### Wiring by layer, run 1

Bar = 20 um. Two of the layers only.
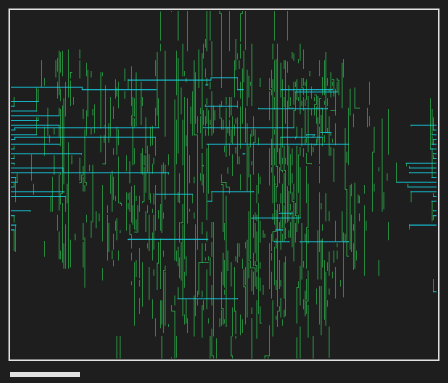
### Placement by cell class, run 1

Fill, decap, tap and diode cells in gray.
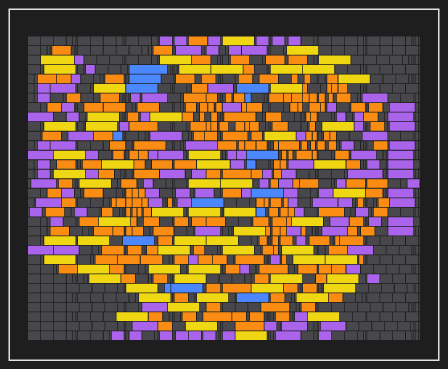
### Wiring heat map, run 1

Bar = 20 um. 24 x 20 tiles, from black (low) to pale yellow (high), scaled to the fullest tile. Values are wire area over tile area, all layers added.
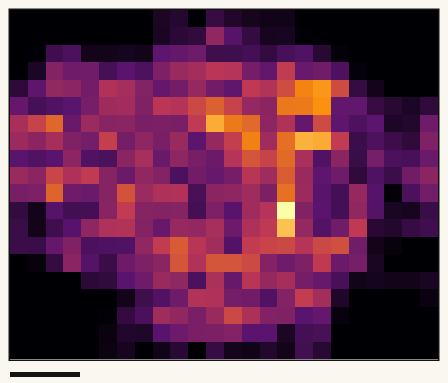
### Layout detail, run 1

Bar = 20 um. Window x 6 to 56, y 0 to 50 um. Cells in gray, sequential cells in the stronger gray; small squares are vias.
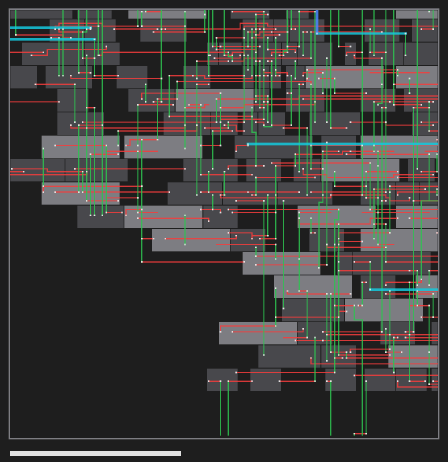
==> src/rtl/ppu_pkg.sv <==
// Shared PPU definitions: background render states, PPU modes and VRAM map/tile bases.
package ppu_pkg;

  typedef enum logic [2:0] {
    RS_IDLE      = 3'd0,
    RS_MAP_FETCH = 3'd1,
    RS_LO_FETCH  = 3'd2,
    RS_HI_FETCH  = 3'd3,
    RS_DRAW      = 3'd4,
    RS_DONE      = 3'd5
  } render_state_t;

  typedef enum logic [1:0] {
    MODE_HBLANK   = 2'd0,
    MODE_VBLANK   = 2'd1,
    MODE_OAM_SCAN = 2'd2,
    MODE_DRAW     = 2'd3
  } ppu_mode_t;

  localparam logic [12:0] MAP0_BASE        = 13'h1800;
  localparam logic [12:0] MAP1_BASE        = 13'h1C00;
  localparam logic [12:0] TILE_SIGNED_BASE = 13'h1000;

endpackage

==> src/rtl/ppu_tile_addr_gen.sv <==
// Combinational VRAM address for the current fetch: tile-map entry, then low/high byte
// of the selected tile row. Drives zero outside the fetch states.
module ppu_tile_addr_gen
  import ppu_pkg::*;
#(
  parameter int unsigned ADDR_W = 13
) (
  input  render_state_t     i_state,
  input  logic              i_map_sel,
  input  logic              i_data_sel,
  input  logic [4:0]        i_bg_x_tile,
  input  logic [7:0]        i_bg_y,
  input  logic [7:0]        i_tile_idx,
  output logic [ADDR_W-1:0] o_addr
);

  logic [ADDR_W-1:0] w_map_base;
  logic [ADDR_W-1:0] w_tile_base;
  logic [ADDR_W-1:0] w_row_base;

  always_comb begin
    w_map_base = i_map_sel ? ADDR_W'(MAP1_BASE) : ADDR_W'(MAP0_BASE);
    // signed mode: index is two's complement around the 0x1000 block
    if (i_data_sel) w_tile_base = ADDR_W'({i_tile_idx, 4'h0});
    else            w_tile_base = ADDR_W'(TILE_SIGNED_BASE) + ADDR_W'($signed({i_tile_idx, 4'h0}));
    w_row_base = w_tile_base + ADDR_W'({i_bg_y[2:0], 1'b0});

    o_addr = '0;
    case (i_state)
      RS_MAP_FETCH: o_addr = w_map_base + ADDR_W'({i_bg_y[7:3], i_bg_x_tile});
      RS_LO_FETCH:  o_addr = w_row_base;
      RS_HI_FETCH:  o_addr = w_row_base + ADDR_W'(1);
      default:      o_addr = '0;
    endcase
  end

endmodule

==> src/rtl/ppu_bg_line_fetcher.sv <==
// Background scanline renderer: scrolled tile-map/tile-data fetch from VRAM and
// one-pixel-per-cycle output toward the frame-buffer writer.
module ppu_bg_line_fetcher
  import ppu_pkg::*;
#(
  parameter int unsigned SCREEN_W = 160,
  parameter int unsigned ADDR_W   = 13,
  parameter int unsigned VRAM_LAT = 1
) (
  input  logic              clock,
  input  logic              reset,
  input  logic              line_start,
  input  logic [7:0]        line_y,
  input  logic [7:0]        scx,
  input  logic [7:0]        scy,
  input  logic              bg_map_sel,
  input  logic              tile_data_sel,
  input  logic              bg_enable,
  input  logic [7:0]        vram_data,
  output logic [ADDR_W-1:0] vram_addr,
  output logic              vram_rd,
  output logic [1:0]        pixel_out,
  output logic [7:0]        X_out,
  output logic [7:0]        Y_out,
  output logic              frame_wren,
  output logic              busy,
  output logic              line_done
);

  localparam int unsigned WAIT_W = (VRAM_LAT > 1) ? $clog2(VRAM_LAT + 1) : 1;
  localparam logic [WAIT_W-1:0] WAIT_LAST = WAIT_W'(VRAM_LAT);
  localparam logic [7:0] LAST_PX = 8'(SCREEN_W - 1);

  render_state_t     r_state;
  render_state_t     w_next;
  logic [WAIT_W-1:0] r_wait;
  logic [7:0]        r_px;
  logic [7:0]        r_scx;
  logic [7:0]        r_scy;
  logic [7:0]        r_line_y;
  logic              r_map_sel;
  logic              r_data_sel;
  logic              r_bg_en;
  logic [7:0]        r_tile_idx;
  logic [7:0]        r_lo;
  logic [7:0]        r_hi;

  logic [7:0]        w_bg_x;
  logic [7:0]        w_bg_y;
  logic [2:0]        w_bit;
  logic              w_fetch_last;
  logic [ADDR_W-1:0] w_addr;

  assign w_bg_x       = r_scx + r_px;
  assign w_bg_y       = r_line_y + r_scy;
  assign w_bit        = 3'd7 - w_bg_x[2:0];
  assign w_fetch_last = (r_wait == WAIT_LAST);

  ppu_tile_addr_gen #(.ADDR_W(ADDR_W)) u_addr_gen (
    .i_state     (r_state),
    .i_map_sel   (r_map_sel),
    .i_data_sel  (r_data_sel),
    .i_bg_x_tile (w_bg_x[7:3]),
    .i_bg_y      (w_bg_y),
    .i_tile_idx  (r_tile_idx),
    .o_addr      (w_addr)
  );

  // State register
  always_ff @(posedge clock or posedge reset) begin
    if (reset) r_state <= RS_IDLE;
    else       r_state <= w_next;
  end

  // Next-state logic
  always_comb begin
    w_next = r_state;
    case (r_state)
      RS_IDLE:      if (line_start) w_next = bg_enable ? RS_MAP_FETCH : RS_DRAW;
      RS_MAP_FETCH: if (w_fetch_last) w_next = RS_LO_FETCH;
      RS_LO_FETCH:  if (w_fetch_last) w_next = RS_HI_FETCH;
      RS_HI_FETCH:  if (w_fetch_last) w_next = RS_DRAW;
      RS_DRAW: begin
        if (r_px == LAST_PX)                       w_next = RS_DONE;
        else if (r_bg_en && (w_bg_x[2:0] == 3'd7)) w_next = RS_MAP_FETCH;
      end
      RS_DONE:      w_next = RS_IDLE;
      default:      w_next = RS_IDLE;
    endcase
  end

  // Line parameters, pixel counter, fetch wait counter and fetched bytes
  always_ff @(posedge clock or posedge reset) begin
    if (reset) begin
      r_wait     <= '0;
      r_px       <= '0;
      r_scx      <= '0;
      r_scy      <= '0;
      r_line_y   <= '0;
      r_map_sel  <= 1'b0;
      r_data_sel <= 1'b0;
      r_bg_en    <= 1'b0;
      r_tile_idx <= '0;
      r_lo       <= '0;
      r_hi       <= '0;
    end else begin
      r_wait <= (w_next != r_state) ? '0 : r_wait + WAIT_W'(1);
      if (r_state == RS_IDLE && line_start) begin
        r_px       <= '0;
        r_scx      <= scx;
        r_scy      <= scy;
        r_line_y   <= line_y;
        r_map_sel  <= bg_map_sel;
        r_data_sel <= tile_data_sel;
        r_bg_en    <= bg_enable;
      end
      if (r_state == RS_DRAW) r_px <= r_px + 8'd1;
      if (w_fetch_last) begin
        if (r_state == RS_MAP_FETCH) r_tile_idx <= vram_data;
        if (r_state == RS_LO_FETCH)  r_lo       <= vram_data;
        if (r_state == RS_HI_FETCH)  r_hi       <= vram_data;
      end
    end
  end

  // Moore outputs decoded from the registered state
  always_comb begin
    vram_rd    = 1'b0;
    vram_addr  = '0;
    pixel_out  = 2'b00;
    X_out      = '0;
    Y_out      = '0;
    frame_wren = 1'b0;
    busy       = (r_state != RS_IDLE);
    line_done  = 1'b0;
    case (r_state)
      RS_MAP_FETCH, RS_LO_FETCH, RS_HI_FETCH: begin
        vram_rd   = 1'b1;
        vram_addr = w_addr;
      end
      RS_DRAW: begin
        frame_wren = 1'b1;
        X_out      = r_px;
        Y_out      = r_line_y;
        if (r_bg_en) pixel_out = {r_hi[w_bit], r_lo[w_bit]};
      end
      RS_DONE:  line_done = 1'b1;
      default:  ;
    endcase
  end

endmodule

==> config.mk <==
export PLATFORM = sky130hd
export DESIGN_NAME = ppu_bg_line_fetcher
export DESIGN_NICKNAME = d
export VERILOG_FILES = /design/src/rtl/ppu_pkg.sv /design/src/rtl/ppu_tile_addr_gen.sv /design/src/rtl/ppu_bg_line_fetcher.sv
export SDC_FILE = /design/constraint.sdc
export NUM_CORES = 1
export LEC_CHECK = 0
export CORE_ASPECT_RATIO = 0.8
export CORE_MARGIN = 5
export CORE_UTILIZATION = 35
export CTS_BUF_LIST = sky130_fd_sc_hd__clkbuf_16
export DETAILED_ROUTE_END_ITERATION = 16
export PLACE_DENSITY = 0.61
export SETUP_SLACK_MARGIN = 0.3
export SYNTH_ARGS = -nofsm -noshare
export SYNTH_HDL_FRONTEND = slang
export SYNTH_SLANG_ARGS = --single-unit
==> constraint.sdc <==
create_clock -name clock -period 2.24 [get_ports clock]
set_input_delay 0.336 -clock clock [delete_from_list [all_inputs] [get_ports clock]]
set_output_delay 0.336 -clock clock [all_outputs]
set_load 0.1 [all_outputs]
==> flow_summary_export.csv, run 1 <==
group,metric,value,unit
logic_synthesis,yosysSeqAreaShare,0.4452,
clock_network,cts_resized,29,
logic_synthesis,synth-edff-count,0,
outcome,violations,"negative setup slack",
cells_and_area,comb_area,2335,um2
clock_network,clockBufferDepth,2,
global_routing,grt_max_degree,44,
outcome,status,"finished with violations",
clock_network,cts-root-buf,"clkbuf_16",
cells_and_area,nets,479,
die,coreArea,9769,um2
critical_path,cp_max_fo,2,
die,die_area,12240,um2
logic_synthesis,synth.area.top_cells,"dfrtp_1, mux2_2, ha_1, and3_1, mux4_2",
timing,finalSetupViolCount,12,
cells_and_area,design.seq.count,63,
routing,num_vias,2909,
logic_synthesis,synthFlopType,"dfrtp_1",
logic_synthesis,ys_async_sr_fraction,1.000,
cells_and_area,comb_share,0.3890,
logic_synthesis,ys_chip_area,3541,um2
timing,timing.final.ws_setup,-0.5047,ns
clock_network,worstSkewPairLatency,0.32,ns
routing,route.detailed.drc,0,
global_routing,grt_pass1_wl,15770,um
cells_and_area,seq_area_frac,0.2631,
clock_network,h-tree-depth,3,
logic_synthesis,syn_nets,363,
global_routing,antenna_found_initial,0,
place,place_congestion,0.7930,
die,die_w,122.5,um
-- 'Wiring by layer' (at the start) --
[green] metal 2 | wire length: 4,580 um
[cyan] metal 3 | wire length: 671 um

-- 'Placement by cell class' (at the start) --
[yellow] flops | cells: 63
[orange] combinational and other logic | cells: 230
[purple] other buffers and delay cells | cells: 120
[blue] clock drivers and dummy loads | cells: 15

-- 'Wiring heat map' (at the start) --
emptiest ninth of the die: bottom left
tiles over half the peak: 11%
densest ninth of the die: middle

-- 'Layout detail' (at the start) --
[cyan] metal 3
[red] metal 1
[blue] metal 4
[green] metal 2
sequential cells in the window: 18
netlist names of flops here include: r_tile_idx (6), r_hi (5), r_lo (3)
cells with their middle in the window: 88
most frequent: dfrtp_1 (18), mux2_2 (13), clkdlybuf4s50_1 (9)

--- run 2 (diff from run 1) ---
--- a/config.mk
+++ b/config.mk
@@ -7,10 +7,11 @@
 export LEC_CHECK = 0
 export CORE_ASPECT_RATIO = 0.8
 export CORE_MARGIN = 5
-export CORE_UTILIZATION = 35
+export CORE_UTILIZATION = 30
 export CTS_BUF_LIST = sky130_fd_sc_hd__clkbuf_16
 export DETAILED_ROUTE_END_ITERATION = 16
-export PLACE_DENSITY = 0.61
+export PLACE_DENSITY = 0.54
+export REMOVE_ABC_BUFFERS = 1
 export SETUP_SLACK_MARGIN = 0.3
 export SYNTH_ARGS = -nofsm -noshare
 export SYNTH_HDL_FRONTEND = slang
==> run 2 against run 1 <==
Against the previous run:
- the flow still finishes with violations (negative setup slack)
- highest routed layer unchanged
- setup slack got worse by 0.032 ns
- global-route usage decreased by 2.2 points
- critical path type unchanged
- clock-buffer cell count unchanged
- critical endpoint unchanged
==> flow_summary_export.csv, run 2 <==
group,metric,value,unit
cells_and_area,design.seq.count,63,
place,place_congestion,0.7938,
clock_network,cts-root-buf,"clkbuf_16",
critical_path,path_buffers,1,
routing,num_vias,2891,
clock_network,worstSkewPairLatency,0.33,ns
logic_synthesis,ys_chip_area,3541,um2
global_routing,antenna_found_initial,0,
critical_path,cp_max_fo,2,
timing,finalSetupViolCount,11,
logic_synthesis,ys_top_cells_by_count,"dfrtp_1, mux2_2, and3_1",
logic_synthesis,synthFlopType,"dfrtp_1",
logic_synthesis,ys_async_sr_fraction,1.000,
global_routing,gr-usage-met1,0.1860,
flow_run,cap_viol_max_count,0,
logic_synthesis,fa_ha_area_frac,0.06431,
clock_network,h-tree-depth,3,
cells_and_area,comb_share,0.3666,
logic_synthesis,most_common_cell,"dfrtp_1",
cells_and_area,n_all_inverters,6,
die,coreArea,11520,um2
die,die_w,131.5,um
die,die_area,14090,um2
timing,timing.final.ws_setup,-0.5366,ns
logic_synthesis,yosysSeqAreaShare,0.4452,
routing,route.detailed.drc,0,
global_routing,grt_pass1_wl,16260,um
logic_synthesis,synth_cell_types,43,
logic_synthesis,ys_sh_mux,0.1933,
cells_and_area,comb_area,2150,um2
logic_synthesis,ys_sh_xor,0.03710,
logic_synthesis,synth.area.top_cells,"dfrtp_1, mux2_2, ha_1, and3_1, mux4_2",
cells_and_area,largest_class,"combinational gates",
cells_and_area,nets,482,
outcome,status,"finished with violations",
clock_network,cts_resized,63,
clock_network,clockBufferDepth,2,
outcome,violations,"negative setup slack",
cells_and_area,seq_area_frac,0.2697,
logic_synthesis,synth-edff-count,0,
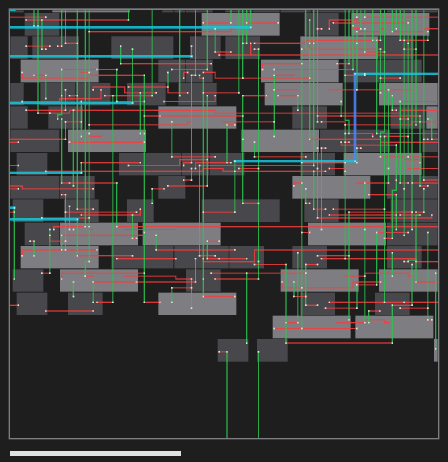
*Layout detail, run 2*
Bar = 20 um. Window x 8 to 58, y 2 to 52 um. Cells in gray, sequential cells in the stronger gray; small squares are vias.
[blue] metal 4
[green] metal 2
[cyan] metal 3
[red] metal 1
sequential cells in the window: 22
cells with their middle in the window: 74
netlist names of flops here include: r_hi (6), r_lo (6), r_tile_idx (5)
most frequent: dfrtp_1 (22), mux2_2 (21), clkdlybuf4s50_1 (9)

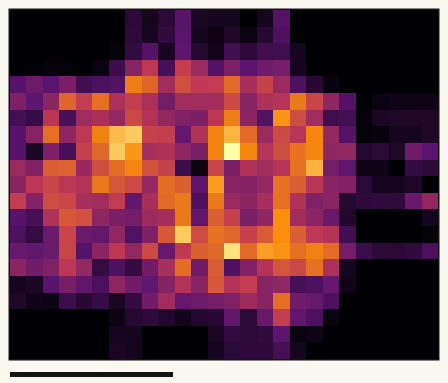
*Wiring heat map, run 2*
Bar = 50 um. 26 x 21 tiles, from black (low) to pale yellow (high), scaled to the fullest tile. Values are wire area over tile area, all layers added.
tiles over half the peak: 20%
nearly empty tiles: 26%
emptiest ninth of the die: top right
fullest tile: 0.46
densest ninth of the die: middle

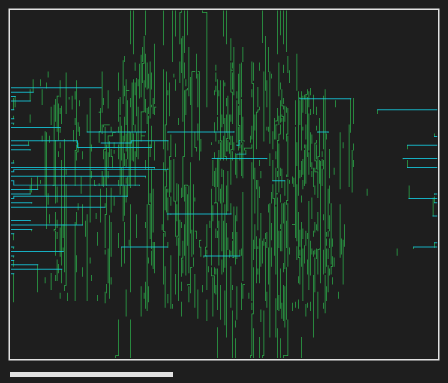
*Wiring by layer, run 2*
Bar = 50 um. Two of the layers only.
[green] metal 2 | wire length: 5,160 um
[cyan] metal 3 | wire length: 666 um

